$ cat src/rtl/signed_accumulator_pkg.sv
// Shared definitions for the signed accumulator slice.
//   op_e          : transaction opcode carried on in_op
//   DEFAULT_WIDTH : default operand/accumulator width
//   SMAX / SMIN   : signed limits of a DEFAULT_WIDTH-bit two's-complement value
package signed_accumulator_pkg;

  typedef enum logic [1:0] {
    OP_ADD  = 2'b00,
    OP_SUB  = 2'b01,
    OP_LOAD = 2'b10,
    OP_CLR  = 2'b11
  } op_e;

  localparam int unsigned DEFAULT_WIDTH = 8;
  localparam int          SMAX          = 2**(DEFAULT_WIDTH-1) - 1;
  localparam int          SMIN          = -(2**(DEFAULT_WIDTH-1));

endpackage

$ cat src/rtl/signed_accumulator_opposite_number_ext.sv
// opposite_number_ext: exact combinational negator, WIDTH -> WIDTH+1 bits.
// The extra bit keeps -(most negative) representable (e.g. -(-128) = +128).
//   a_i   : signed WIDTH-bit operand
//   neg_o : signed WIDTH+1-bit negation of a_i
module opposite_number_ext #(
  parameter int unsigned WIDTH = 8
) (
  input  logic [WIDTH-1:0] a_i,
  output logic [WIDTH:0]   neg_o
);

  logic [WIDTH:0] ext;

  assign ext   = {a_i[WIDTH-1], a_i};
  assign neg_o = '0 - ext;

endmodule

$ cat src/rtl/signed_accumulator.sv
// signed_accumulator: two-stage pipelined add/sub/load/clear accumulator with
// overflow detection, sticky overflow and optional saturation.
//   clk, rst    : clock, synchronous active-high reset
//   in_valid    : operand transaction valid
//   in_ready    : pipeline can advance (global stall, no skid buffer)
//   in_op       : 00 add, 01 sub, 10 load, 11 clear
//   in_data     : signed operand
//   out_valid   : result valid
//   out_ready   : downstream accepts result
//   out_acc     : accumulator after the transaction
//   out_ovf     : overflow on this transaction
//   ovf_sticky  : OR of out_ovf since last clear/reset
module signed_accumulator
  import signed_accumulator_pkg::*;
#(
  parameter int unsigned WIDTH    = DEFAULT_WIDTH,
  parameter logic        SATURATE = 1'b0
) (
  input  logic             clk,
  input  logic             rst,
  input  logic             in_valid,
  output logic             in_ready,
  input  logic [1:0]       in_op,
  input  logic [WIDTH-1:0] in_data,
  output logic             out_valid,
  input  logic             out_ready,
  output logic [WIDTH-1:0] out_acc,
  output logic             out_ovf,
  output logic             ovf_sticky
);

  // Limits sign-extended to the WIDTH+2-bit sum domain.
  localparam logic signed [WIDTH+1:0] SMAX_X = {3'b000, {(WIDTH-1){1'b1}}};
  localparam logic signed [WIDTH+1:0] SMIN_X = {3'b111, {(WIDTH-1){1'b0}}};

  logic             adv;
  op_e              op_in;
  logic [WIDTH:0]   ext;
  logic [WIDTH:0]   neg;

  logic             s1_valid_q;
  op_e              s1_op_q;
  logic [WIDTH:0]   s1_opnd_d;
  logic [WIDTH:0]   s1_opnd_q;

  logic                    out_valid_q;
  logic [WIDTH-1:0]        acc_q;
  logic [WIDTH-1:0]        acc_d;
  logic                    ovf_q;
  logic                    ovf_d;
  logic                    sticky_q;
  logic                    sticky_d;
  logic signed [WIDTH+1:0] sum;

  assign adv      = ~out_valid_q | out_ready;
  assign in_ready = adv;
  assign op_in    = op_e'(in_op);
  assign ext      = {in_data[WIDTH-1], in_data};

  opposite_number_ext #(.WIDTH(WIDTH)) u_neg (
    .a_i   (in_data),
    .neg_o (neg)
  );

  // Stage 1: operand conditioning.
  always_comb begin
    s1_opnd_d = ext;
    case (op_in)
      OP_SUB:  s1_opnd_d = neg;
      OP_CLR:  s1_opnd_d = '0;
      default: s1_opnd_d = ext;
    endcase
  end

  always_ff @(posedge clk) begin
    if (rst) begin
      s1_valid_q <= 1'b0;
      s1_op_q    <= OP_ADD;
      s1_opnd_q  <= '0;
    end else if (adv) begin
      s1_valid_q <= in_valid;
      s1_op_q    <= op_in;
      s1_opnd_q  <= s1_opnd_d;
    end
  end

  // Stage 2: accumulate. Sum is formed in WIDTH+2 bits so neither the
  // WIDTH+1-bit operand nor the range check can wrap.
  always_comb begin
    sum      = $signed({acc_q[WIDTH-1], acc_q[WIDTH-1], acc_q})
             + $signed({s1_opnd_q[WIDTH], s1_opnd_q});
    acc_d    = acc_q;
    ovf_d    = 1'b0;
    sticky_d = sticky_q;
    case (s1_op_q)
      OP_ADD, OP_SUB: begin
        ovf_d = (sum > SMAX_X) || (sum < SMIN_X);
        if (ovf_d && SATURATE)
          acc_d = sum[WIDTH+1] ? SMIN_X[WIDTH-1:0] : SMAX_X[WIDTH-1:0];
        else
          acc_d = sum[WIDTH-1:0];
        sticky_d = sticky_q | ovf_d;
      end
      OP_LOAD: acc_d = s1_opnd_q[WIDTH-1:0];
      OP_CLR: begin
        acc_d    = '0;
        sticky_d = 1'b0;
      end
      default: acc_d = acc_q;
    endcase
  end

  always_ff @(posedge clk) begin
    if (rst) begin
      out_valid_q <= 1'b0;
      acc_q       <= '0;
      ovf_q       <= 1'b0;
      sticky_q    <= 1'b0;
    end else if (adv) begin
      out_valid_q <= s1_valid_q;
      if (s1_valid_q) begin
        acc_q    <= acc_d;
        ovf_q    <= ovf_d;
        sticky_q <= sticky_d;
      end
    end
  end

  assign out_valid  = out_valid_q;
  assign out_acc    = acc_q;
  assign out_ovf    = ovf_q;
  assign ovf_sticky = sticky_q;

endmodule

$ cat config.mk
export PLATFORM = sky130hd
export DESIGN_NAME = signed_accumulator
export DESIGN_NICKNAME = d
export VERILOG_FILES = /design/src/rtl/signed_accumulator_pkg.sv /design/src/rtl/signed_accumulator_opposite_number_ext.sv /design/src/rtl/signed_accumulator.sv
export SDC_FILE = /design/constraint.sdc
export NUM_CORES = 1
export LEC_CHECK = 0
export ABC_CLOCK_PERIOD_IN_PS = 2500
export CORE_MARGIN = 4
export CORE_UTILIZATION = 53
export DETAILED_ROUTE_END_ITERATION = 16
export PLACE_DENSITY = 0.81
export SYNTH_ARGS = -nofsm -noshare
export SYNTH_HDL_FRONTEND = slang
export SYNTH_SLANG_ARGS = --single-unit
export TNS_END_PERCENT = 50
$ cat constraint.sdc
create_clock -name clk -period 2.5 [get_ports clk]
set_input_delay 0.5 -clock clk [delete_from_list [all_inputs] [get_ports clk]]
set_output_delay 0.5 -clock clk [all_outputs]
set_load 0.01 [all_outputs]
==> run notes, run 1 <==
Count of hold-fix buffers inserted at cts: 0. Setup repair after global routing left no endpoint under its margin. The fraction of power consumed by combinational cells is 0.315, and the overall power is 867.7 uW. For this run, the script counts the antenna cells in the layout as 0. The number of vias per cell works out to 6.158.

The critical path capture point was out_acc[6]. The register share of total power came out at 0.488. Logic depth along the worst register-to-register path is recorded as 8.

The area share of and-or/or-and cells after synthesis was 0.2867. The worst hold path depth was 2; the clock network power consumption was 171 uW. Once synthesis finished, the tally of register bits stood at 23. In this run the power density over the cells is 457.5 nW/um2. By area the synthesized netlist is led by sky130_fd_sc_hd__dfxtp_1 (29%), sky130_fd_sc_hd__ha_1 (7.8%), sky130_fd_sc_hd__nor2_1 (5.9%), sky130_fd_sc_hd__a21oi_1 (5.0%), sky130_fd_sc_hd__nand3b_1 (4.7%). In the Yosys stats the netlist draws on 46 distinct library cells.

The class of the most critical setup path is register to register. In this run the layout overhead on the synthesized area is reported as 18.44%. The run finished with clean final reports. Power dissipated in sequential cells: 423 uW. Clock tree synthesis selected as its root buffer the cell sky130_fd_sc_hd__clkbuf_4. Looking at the gate-level netlist, the highest instance count belongs to sky130_fd_sc_hd__nor2_1. The end point of the most critical hold path is s1_opnd_q[0].

The die covers 3965 um2. The run gives 0.197 for the power share of the clock group. The timing report shows that the slowest cell on the worst path is sky130_fd_sc_hd__fa_1.

With the number of OpenROAD warnings at 26, the filler cell count is 245.
run 1: state kept, by name (all words and copies together) (netlist names):
name,count
s1_opnd_q,9
out_acc,8
s1_op_q,2
out_ovf,1
out_valid,1
ovf_sticky,1
s1_valid_q,1
run 1: per-stage QoR:
stage / setup WS, ns / util / cell area (um2) / cells
floorplan: 0.5090 / - / 1602 / 200
global placement: 0.3105 / 0.6612 / 1871 / 249
detailed placement: 0.2046 / 0.6612 / 1871 / 249
CTS: 0.2973 / 0.6705 / 1897 / 253
global route: 0.06958 / 0.6705 / 1897 / 253
finish: 0.3093 / 0.6705 / 1897 / 253
run 1: worst reg2reg max path: stages, from the launching register on:
cell and delay, ns:
sky130_fd_sc_hd__dfxtp_1 0.34, sky130_fd_sc_hd__ha_1 0.25, sky130_fd_sc_hd__fa_1 0.46, sky130_fd_sc_hd__a211oi_2 0.31
sky130_fd_sc_hd__o21bai_1 0.13, sky130_fd_sc_hd__a21oi_1 0.18, sky130_fd_sc_hd__xnor2_1 0.14, sky130_fd_sc_hd__nand2b_1 0.07
sky130_fd_sc_hd__a311oi_1 0.23
run 1: cell families (layout without fill, tap and decap cells):
family                   after synthesis  in the layout
XOR/XNOR                               4              4
AND/OR/NAND/NOR                       78             78
buffers and inverters                 18             40
adder cells (fa/ha/maj)               11             11
AND-OR/OR-AND                         64             64
multiplexers                           2              2
flip-flops                            23             23
run 1: cell type report:
type	count	area share
multi-input cells	159	0.5633
well taps	31	0.02045
repair buffers	28	0.1438
flip-flops and latches	23	0.2427
inverters	8	0.01583
clock buffers	4	0.01385
run 1: routing by layer:
| metal | vias to the layer above | global-route usage |
|---|---|---|
| met3 | 6 | 0.01978 |
| met2 | 46 | 0.3742 |
| met4 | 0 | 0.05510 |
| li1 | 780 | - |
| met1 | 726 | 0.2290 |
| met5 | - | 0 |
Figure 1. Local utilization (run 1).
6 x 6 tiles, from black (low) to pale yellow (high), 0 to 100% covered.
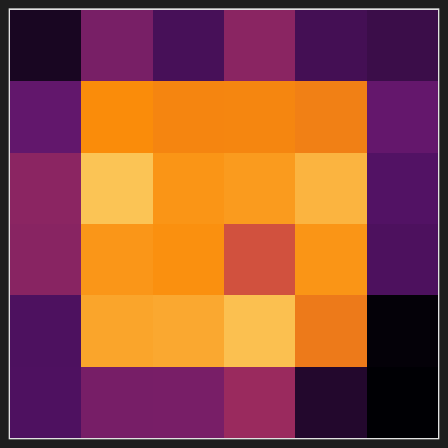
- mean over tiles: 47%
- tiles over 75% full: 28%
- nearly empty tiles: 5.6%
Placeable Area: 2829 um2
Core Density at Floorplan: 0.5661
post-layout util: 0.6705

Figure 2. Placed cells, one color a class (run 1).
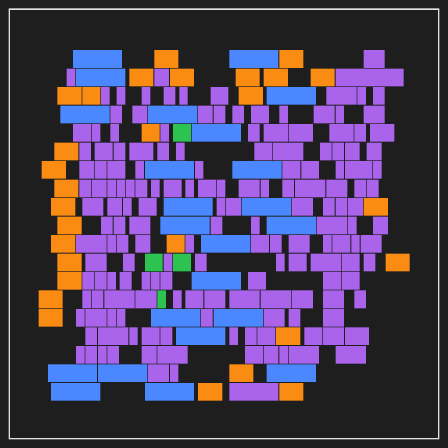
- purple: all other logic (cells 167)
- green: clock drivers and dummy loads (cells 4)
- orange: other buffers and delay cells (cells 28)
- blue: flip-flops (cells 23)
Row Count: 19
final instance area: 1897 um2
sequential share of cell area: 0.2427

Figure 3. Routing congestion map (run 1).
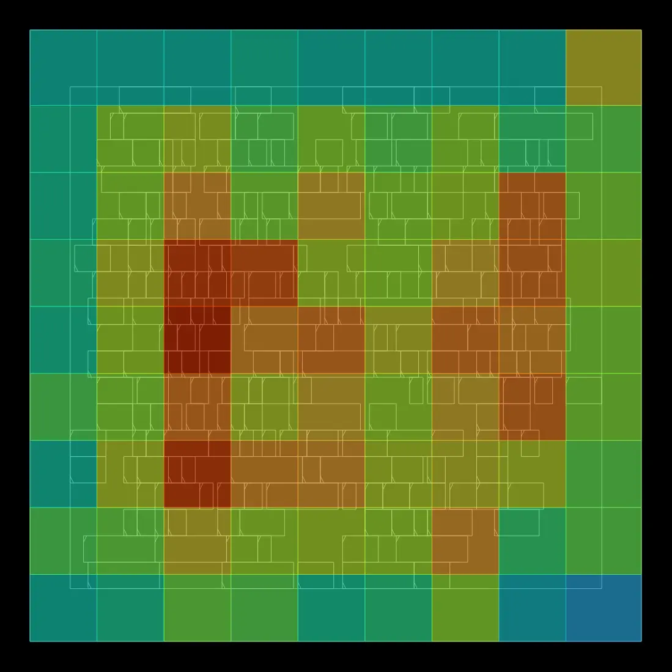
Total Routing Usage GR: 0.1969
Top Usage Layer GRT: met2
met2 usage: 0.3742
average wire per standard cell: 14.85 um

==> inputs of run 2 (changes only) <==
- CORE_ASPECT_RATIO: unset -> 0.9
- SETUP_SLACK_MARGIN: unset -> 0.4
Figure 4. Local utilization (run 2).
7 x 6 tiles, from black (low) to pale yellow (high), 0 to 100% covered.
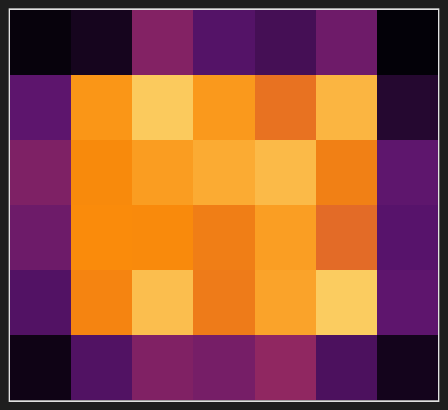
- fullest tile: 89%
- tiles over 75% full: 26%
- densest ninth of the die: middle
- nearly empty tiles: 4.8%
- mean over tiles: 48%
Placeable Area: 2815 um2
post-layout util: 0.6960

Figure 5. Placed cells, one color a class (run 2).
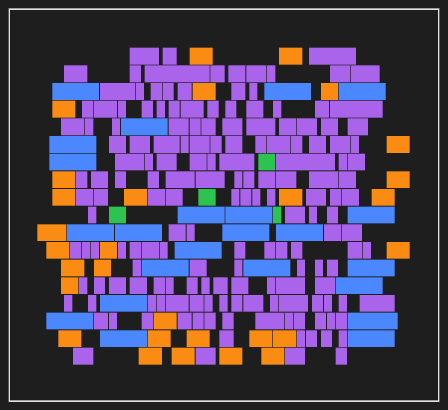
- blue: flip-flops (cells 23)
- orange: other buffers and delay cells (cells 29)
- green: clock drivers and dummy loads (cells 4)
- purple: all other logic (cells 167)
final instance area: 1959 um2
Row Count: 18
sequential share of cell area: 0.2356

==> run 2 against run 1 <==
  * Sequential share of layout area fell by 0.71 points
  * Critical path depth unchanged
  * Clock power hardly changed
  * Die area hardly changed
  * Global-route usage rose by 3.4 points
  * Maximum frequency increased by 5.2%
  * Largest power group unchanged
==> run notes, run 2 <==
Per the layout report, the design carries 234 filler cells. The tools report the overall power as 883.9 uW. For this design, the slowest cell found on the critical path is sky130_fd_sc_hd__fa_2.

By area the synthesized netlist is led by sky130_fd_sc_hd__dfxtp_1 (29%), sky130_fd_sc_hd__ha_1 (7.8%), sky130_fd_sc_hd__nor2_1 (5.9%), sky130_fd_sc_hd__a21oi_1 (5.0%), sky130_fd_sc_hd__nand3b_1 (4.7%). The gate-level netlist out of Yosys references 46 unique cell types. The cell at the root of the clock tree is sky130_fd_sc_hd__clkbuf_4. The tools report the final non-filler cell total as 263.

Setup repair after global routing could not meet its margin everywhere. Per the detail_route report, vias per standard cell equal 6.072. The initial standard-cell utilization of the core was 0.5689; the routed wire length per instance was 15.86 um.

The flip-flop count of the largest register after layout was 9. Looking at the gate-level netlist, the highest instance count belongs to sky130_fd_sc_hd__nor2_1. The post-CTS hold buffer count recorded in the log is 0.

For the worst slack at placement, the log shows 0.2256 ns. The power density relative to cell area is 451.1 nW/um2, and the number of OpenROAD warnings is 28. The flow ran to the end, and the final reports show no timing, DRC or antenna violations. For the total global-route track usage, the log shows 0.2306. The total placed cells including tap cells was 258.

The logs give 3967 um2 for the total die area and 0 for the number of antenna repair diodes.
[run 2: cell counts after synthesis]
Identical to the previous run, type by type.
[run 2: cell type report]
cell class                 count  area [um2]  area share
multi-input combinational    159        1109      0.5658
sequential                    23       461.7      0.2356
timing repair buffer          29       282.8      0.1443
tap                           40       50.05     0.02554
inverter                       8       30.03     0.01533
clock buffer                   4       26.28     0.01341
[run 2: kinds of logic (layout without fill, tap and decap cells)]
logic type / Yosys count / count (layout) / share of synthesized area
compound gates: 64 / 64 / 0.2867
xor+xnor: 4 / 4 / 0.02188
fa+ha+maj: 11 / 11 / 0.09063
buf+inv: 18 / 41 / 0.04531
flops: 23 / 23 / 0.2875
mux: 2 / 2 / 0.01250
simple gates: 78 / 78 / 0.2555
[run 2: layer usage]
metal,up-vias,track usage,share of wire
met2,53,0.4371,0.51
met5,-,0,0
met1,752,0.2639,0.41
met3,8,0.04511,0.050
li1,784,-,-
met4,0,0.06087,0.025
[run 2: timing repair]
action,4_1_cts,5_1_grt
setup endpoints to repair,4,5
buffers inserted,1,0
hold endpoints to repair,0,0
pin swaps,2,3
gates resized,5,5
[run 2: final timing paths]
check	start	to	slack, ns	cells after the start
max	out_acc[0]	out_acc[6]	0.42	8
min	s1_opnd_q[0]	s1_opnd_q[0]	0.48	2
max reg2reg	out_acc[0]	out_acc[6]	0.42	8
min reg2reg	s1_opnd_q[0]	s1_opnd_q[0]	0.48	2
[run 2: power by group]
part	switching, uW	total (uW)	internal, uW
Sequential	32.1	426	394
Clock	106	169	62.3
Combinational	150	289	139
Total	289	884	595
==> inputs of run 3 (changes only) <==
- ABC_CLOCK_PERIOD_IN_PS: 2500 -> 1800
- CORE_UTILIZATION: 53 -> 48
- PLACE_DENSITY: 0.81 -> 0.78
- clock period: 2.5 -> 1.8 ns (I/O delays scaled with it)
Figure 6. Drive-strength map (run 3).
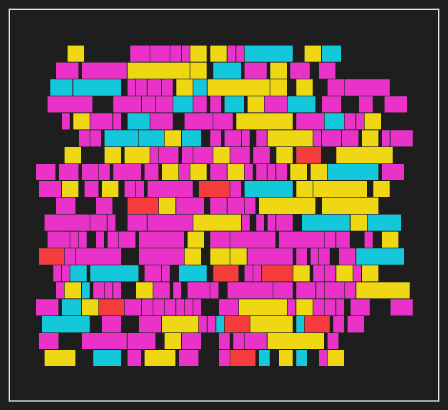
- yellow: drive 3 to 4 (cells 61; share 23%)
- cyan: drive 2 (cells 30; share 11%)
- red: drive 6 and up (cells 10; share 3.8%)
- magenta: drive 1 or less (cells 164; share 62%)
final worst slack: -0.1902 ns
final instance area: 2479 um2
Area Overhead vs Synth: 54.77%
buffers outside the clock class: 71

==> run 3 against run 2 <==
  * The flow now finishes with violations (setup timing)
  * Die area rose by 9.1%
  * Sequential power is 39% higher
  * Hold slack lost 0.098 ns
  * Critical path type unchanged
==> run notes, run 3 <==
The final power report lists total power as 1462 uW. The critical register-to-register path endpoint is out_acc[4]. Looking at the hold checks, the worst path lands on s1_opnd_q[0].

For the core footprint, the log shows 3138 um2. The final reports fail on setup timing. With the clock network power consumption at 322 uW, the post-synthesis sequential element count is 23. For the worst reg-to-reg path, the startpoint reported by OpenROAD is s1_opnd_q[0]. In the power breakdown, the biggest contributor is registers. The number of OpenROAD warnings is 29. The simple-gate share of the synthesized area was 0.2555. The tools report the source of the worst hold timing path as in_data[0]. The run gives 6 for the count of final setup violators. The flow ran to the end, but the final reports show violations.

The setup slack of the critical path after layout is -0.1902 ns, and the worst hold path depth is 3. The run gives 220 as the filler cell count. Per the detailed placement report, the placed cell area equals 2213 um2. The beginning of the critical path is s1_opnd_q[0]. The net switching fraction of the power was 0.3262. The register share of total power came out at 0.404. The class of the most critical setup path was register to register. The tools report the number of antenna repair diodes as 0. The dominant cell by count in the synthesized netlist was sky130_fd_sc_hd__nor2_1. The area share of and-or/or-and cells after synthesis came out at 0.2867. For the count of hold-fix buffers inserted at cts, the log shows 0. With the standard-cell row count at 19, the minimum setup slack among reg-to-reg paths is -0.19 ns.

The script computed a power per unit cell area of 589.9 nW/um2. The mux cell area share after synthesis is 0.01250. The run gives 16.45 um for the routed wire length per instance.

The fraction of power consumed by combinational cells was 0.376; the power share of the clock group was 0.220. The finished layout holds 307 standard cells, fillers aside. Measured in cells, the most critical reg-to-reg path has a length of 9. Number of vias per cell: 5.870.

Setup repair after global routing could not meet its margin everywhere. For the number of distinct standard cells referenced by the synthesized netlist, the log shows 46. By area, the combinational part of the netlist is dominated by AND-OR/OR-AND gates.
Figure 7. Sequential cells colored by netlist name (run 3).
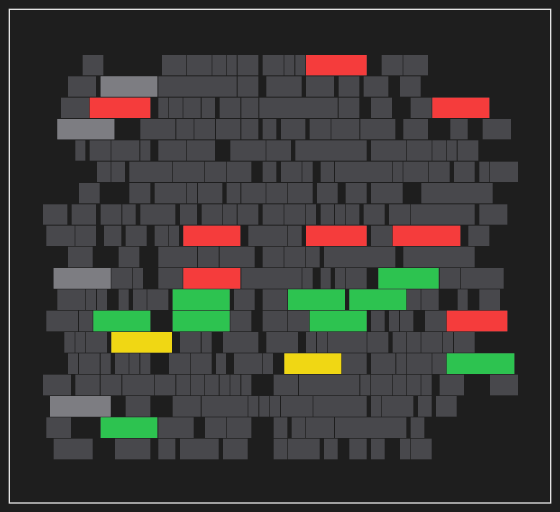
- yellow: `s1_op_q` (flops 2)
- green: `s1_opnd_q` (flops 9)
- red: `out_acc` (flops 8)
sequential share of cell area: 0.1923
seq pwr: 591 uW
post-layout util: 0.7899
FF+latch area: 476.7 um2

==> run 3: netlist changes by cell type in the layout (fill, tap and decap cells not counted), sizes merged <==
cell / before / now
buf: 4 / 49
clkbuf: 4 / 6
clkdlybuf4s15: 0 / 7
clkdlybuf4s50: 24 / 4
dlygate4sd2: 0 / 8
==> run 3: critical path: stages (launching register included) <==
cell,delay (ns)
sky130_fd_sc_hd__dfxtp_2,0.34
sky130_fd_sc_hd__ha_4,0.16
sky130_fd_sc_hd__fa_2,0.38
sky130_fd_sc_hd__buf_4,0.15
sky130_fd_sc_hd__buf_6,0.11
sky130_fd_sc_hd__a21o_2,0.18
sky130_fd_sc_hd__a211oi_2,0.23
sky130_fd_sc_hd__o311ai_1,0.13
sky130_fd_sc_hd__o21ai_1,0.14
sky130_fd_sc_hd__nor2_1,0.06
==> run 3: metal layers <==
metal  share of wire  vias up  routed length, um  GRT usage
met3           0.056        9                283    0.04496
met4          0.0093        0                 47    0.04866
met1            0.40      865               2005     0.2722
met2            0.54       66               2713     0.4155
li1                -      862                  -          -
met5               0        -                  0          0
==> run 3: layout make-up <==
| type | instances | area [um2] | area share |
|---|---|---|---|
| flip-flops and latches | 23 | 476.7 | 0.1923 |
| repair buffers | 71 | 596.8 | 0.2408 |
| inverters | 8 | 32.53 | 0.01312 |
| multi-input cells | 159 | 1275 | 0.5144 |
| well taps | 42 | 52.55 | 0.02120 |
| clock buffers | 4 | 45.04 | 0.01817 |
==> run 3: timing repair <==
| action | CTS | global route |
|---|---|---|
| setup buffers | 2 | 2 |
| resized | 60 | 34 |
| pin swaps | 19 | 10 |
| setup endpoints to repair | 30 | 20 |
| hold endpoints to repair | 0 | 0 |
Power and IR drop assume default switching activity.
